[config.mk]
export PLATFORM = sky130hd
export DESIGN_NAME = uart_tx_feeder
export DESIGN_NICKNAME = d
export VERILOG_FILES = /design/src/rtl/uart_pkg.sv /design/src/rtl/sync_fifo.sv /design/src/rtl/uart_tx_feeder.sv
export SDC_FILE = /design/constraint.sdc
export NUM_CORES = 1
export LEC_CHECK = 0
export CELL_PAD_IN_SITES_DETAIL_PLACEMENT = 0
export CELL_PAD_IN_SITES_GLOBAL_PLACEMENT = 1
export CORE_UTILIZATION = 52
export CTS_CLUSTER_DIAMETER = 120
export CTS_CLUSTER_SIZE = 14
export DETAILED_ROUTE_END_ITERATION = 8
export GPL_ROUTABILITY_DRIVEN = 0
export GPL_TIMING_DRIVEN = 0
export PLACE_DENSITY = 0.76
export SLEW_MARGIN = 10
export SYNTH_ARGS = -nofsm -noshare
export SYNTH_HDL_FRONTEND = slang
export SYNTH_SLANG_ARGS = --single-unit
export TNS_END_PERCENT = 30
[constraint.sdc]
create_clock -name clk -period 3.7 [get_ports clk]
set_clock_uncertainty 0.15 [all_clocks]
set_input_delay 1.11 -clock clk [delete_from_list [all_inputs] [get_ports clk]]
set_output_delay 1.11 -clock clk [all_outputs]
set_load 0.1 [all_outputs]
[src/rtl/uart_pkg.sv]
// Shared types for the UART transmit feeder.
// Combinational definitions only; no latency and no flow control.
// Imported by the feeder top level.
package uart_pkg;

  typedef logic [7:0] byte_t;

  typedef enum logic [1:0] {
    IDLE = 2'd0,
    SEND = 2'd1,
    WAIT = 2'd2
  } tx_feed_state_t;

endpackage

[src/rtl/sync_fifo.sv]
// Single-clock FIFO with an occupancy count and a show-ahead read port.
// Latency: a write is visible on pop_data in the cycle after the push.
// Backpressure: a push while full and a pop while empty are both ignored.
module sync_fifo #(
  parameter int WIDTH = 8,
  parameter int DEPTH = 16
) (
  input  logic                     clk,
  input  logic                     rst_n,
  input  logic                     push,
  input  logic [WIDTH-1:0]         push_data,
  input  logic                     pop,
  output logic [WIDTH-1:0]         pop_data,
  output logic                     full,
  output logic                     empty,
  output logic [$clog2(DEPTH):0]   level
);

  localparam int AW = $clog2(DEPTH);
  localparam int LW = AW + 1;

  logic [WIDTH-1:0] mem [DEPTH];
  logic [AW-1:0]    wr_ptr;
  logic [AW-1:0]    rd_ptr;
  logic [LW-1:0]    count;
  logic             wr_en;
  logic             rd_en;

  assign full     = (count == LW'(DEPTH));
  assign empty    = (count == '0);
  assign level    = count;
  assign wr_en    = push && !full;
  assign rd_en    = pop && !empty;
  assign pop_data = mem[rd_ptr];

  always_ff @(posedge clk) begin
    if (wr_en) mem[wr_ptr] <= push_data;
  end

  // Power-of-two depth lets the pointers wrap by plain overflow.
  always_ff @(posedge clk or negedge rst_n) begin
    if (!rst_n) begin
      wr_ptr <= '0;
      rd_ptr <= '0;
      count  <= '0;
    end else begin
      if (wr_en) wr_ptr <= wr_ptr + 1'b1;
      if (rd_en) rd_ptr <= rd_ptr + 1'b1;
      case ({wr_en, rd_en})
        2'b10:   count <= count + 1'b1;
        2'b01:   count <= count - 1'b1;
        default: count <= count;
      endcase
    end
  end

endmodule

[src/rtl/uart_tx_feeder.sv]
// Buffers bytes and hands them to uart_tx one at a time (optional WAIT timeout: UART_FEEDER_TIMEOUT_EN).
// Latency: push into an empty idle block to tx_axiiv pulse is 2 cycles; tx_done to next pulse is 2 cycles.
// Backpressure: in_ready drops when the FIFO is full; the next byte waits for tx_done.
module uart_tx_feeder
  import uart_pkg::*;
#(
  parameter int DEPTH   = 16,
  parameter int TIMEOUT = 2000
) (
  input  logic                     clk,
  input  logic                     rst_n,
  input  logic                     in_valid,
  input  logic [7:0]               in_data,
  output logic                     in_ready,
  output logic                     tx_axiiv,
  output logic [7:0]               tx_axiid,
  input  logic                     tx_done,
  output logic [$clog2(DEPTH):0]   level,
  output logic                     busy,
  output logic                     err
);

  if (DEPTH < 2 || (DEPTH & (DEPTH - 1)) != 0 || TIMEOUT < 1) begin : g_cfg_check
    $error("uart_tx_feeder: DEPTH must be a power of 2 >= 2 and TIMEOUT >= 1");
  end

  tx_feed_state_t state;
  tx_feed_state_t state_nxt;
  logic           pop;
  logic           fifo_full;
  logic           fifo_empty;
  byte_t          head;
  logic           timeout_hit;

  sync_fifo #(
    .WIDTH (8),
    .DEPTH (DEPTH)
  ) u_fifo (
    .clk       (clk),
    .rst_n     (rst_n),
    .push      (in_valid),
    .push_data (in_data),
    .pop       (pop),
    .pop_data  (head),
    .full      (fifo_full),
    .empty     (fifo_empty),
    .level     (level)
  );

  assign in_ready = !fifo_full;
  assign busy     = (state != IDLE) || (level != '0);

  always_ff @(posedge clk or negedge rst_n) begin
    if (!rst_n) state <= IDLE;
    else        state <= state_nxt;
  end

  always_comb begin
    state_nxt = state;
    case (state)
      IDLE:    if (!fifo_empty) state_nxt = SEND;
      SEND:    state_nxt = WAIT;
      WAIT:    if (tx_done || timeout_hit) state_nxt = IDLE;
      default: state_nxt = IDLE;
    endcase
  end

  always_comb begin
    tx_axiiv = 1'b0;
    pop      = 1'b0;
    case (state)
      IDLE:    pop = !fifo_empty;
      SEND:    tx_axiiv = 1'b1;
      default: ;
    endcase
  end

  // The byte leaves the FIFO on the pop, so level never counts the one in flight.
  always_ff @(posedge clk or negedge rst_n) begin
    if (!rst_n)   tx_axiid <= 8'h00;
    else if (pop) tx_axiid <= head;
  end

`ifdef UART_FEEDER_TIMEOUT_EN
  localparam int TW = $clog2(TIMEOUT + 1);

  logic [TW-1:0] to_cnt;

  always_ff @(posedge clk or negedge rst_n) begin
    if (!rst_n)              to_cnt <= '0;
    else if (state != WAIT)  to_cnt <= '0;
    else                     to_cnt <= to_cnt + 1'b1;
  end

  // A done arriving in the last allowed cycle still wins over the timeout.
  assign timeout_hit = (state == WAIT) && !tx_done && (to_cnt == TW'(TIMEOUT - 1));

  always_ff @(posedge clk or negedge rst_n) begin
    if (!rst_n)           err <= 1'b0;
    else if (timeout_hit) err <= 1'b1;
  end
`else
  assign timeout_hit = 1'b0;
  assign err         = 1'b0;
`endif

endmodule

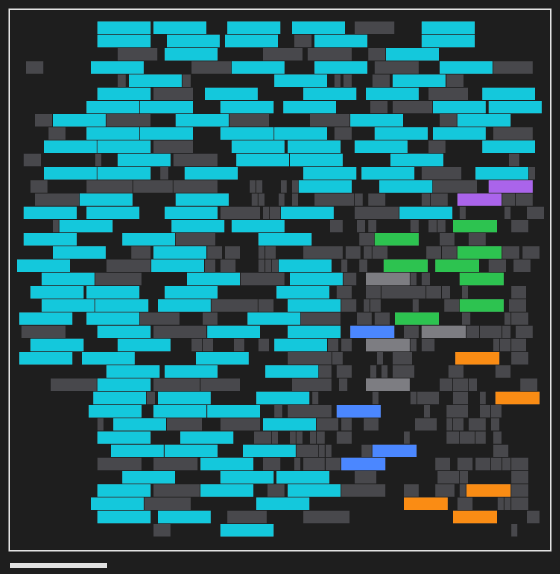
Fig. 1. Where the registers sit.
Bar = 20 um.
color	name in the netlist	sequential cells
purple	`state`	2
cyan	`u_fifo.mem`	128
orange	`u_fifo.level`	5
blue	`u_fifo.wr_ptr`	4
green	`tx_axiid`	8
utilization after layout: 62.3%
fraction of area in registers: 61.6%
footprint of the flip-flops and latches: 4420 sq um
seq pwr: 2.24 mW

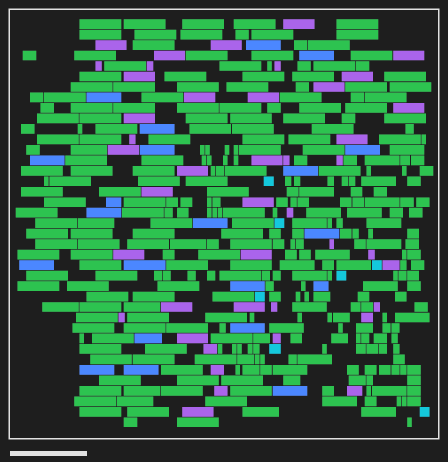
Fig. 2. Cells by drive strength.
Bar = 20 um.
color	size	cells	most used
cyan	_3 and _4 cells	7	buf_4
green	_0 and _1 cells	321	edfxtp_1
purple	_2 cells	43	mux4_2
blue	_6 and larger	21	clkbuf_16
Final Instance Area: 7180 sq um
min setup slack post-route: 115 ps
area grow syn2layout: 15.9%

==> notes.md <==
• 176 — Iter 0 DRT Violations
• 4 — H-tree depth
• 2 — number of gates resized after cts
• 128 — flip-flops with a built-in enable
• 1120 ps — worst-margin pin slew
• 128 x edfxtp_1, 25 x clkdlybuf4s50_1, 24 x mux4_2 — commonest non-fill, non-tap cells in the layout
• design-rule violations — violations in the final reports
• finished with violations — outcome
• met2 — grt peak-use layer
• 18.6 sq um — mean instance size in the synthesized netlist
• 151 — Seq Cell Count
• 24 — largest net degree at the start of global routing
• edfxtp_1 — most common cell after layout, fill and taps aside
• edfxtp_1 — top cell type by instance count after synthesis
• 5620 um — met2 routed wirelength
• 43 — Netlist cell types
• 4.35% — Simple-Gate Fraction of Synth Area
• 21.5 um — routed wirelength normalized by instance count
• u_fifo.level[2] — Critical Path Start
• output pin — critical path endpoint category
• 151 — clock sinks
• edfxtp_1 — prevailing post-synth register cell
• 0 — final-report hold violation count
• 8 — residual DRC count
• met4 — max layer used
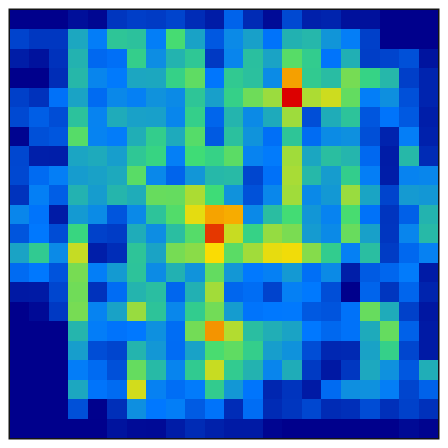
Fig. 3. Routed metal per tile.
The die is cut into 22 by 22 equal tiles; dark blue is low, red is high, scaled to the fullest tile. Values are wire area over tile area, all layers added.
fullest tile	0.52
tiles over half the peak	13%
mean over tiles	0.15

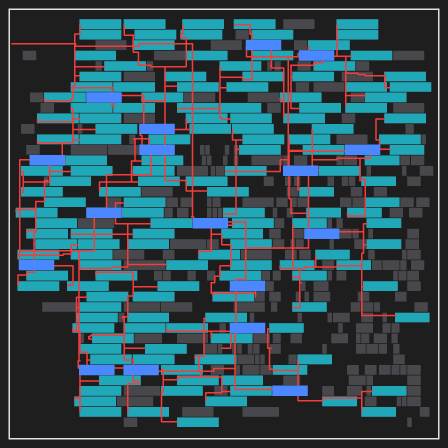
Fig. 4. Clock wires, drivers and flops.
[blue] clock drivers | count: 17
[cyan] flip-flops | count: 151
[red] clock wires | length: 1,630 um
routed clock nets	18
flops lie	all over the die
clock network fraction of design power: 24.3%
later-pin clock latency in the skew report: 420 ps
power drawn by the clock network: 1.54 mW

No activity file was given, so power comes from the tool's default toggle rates.
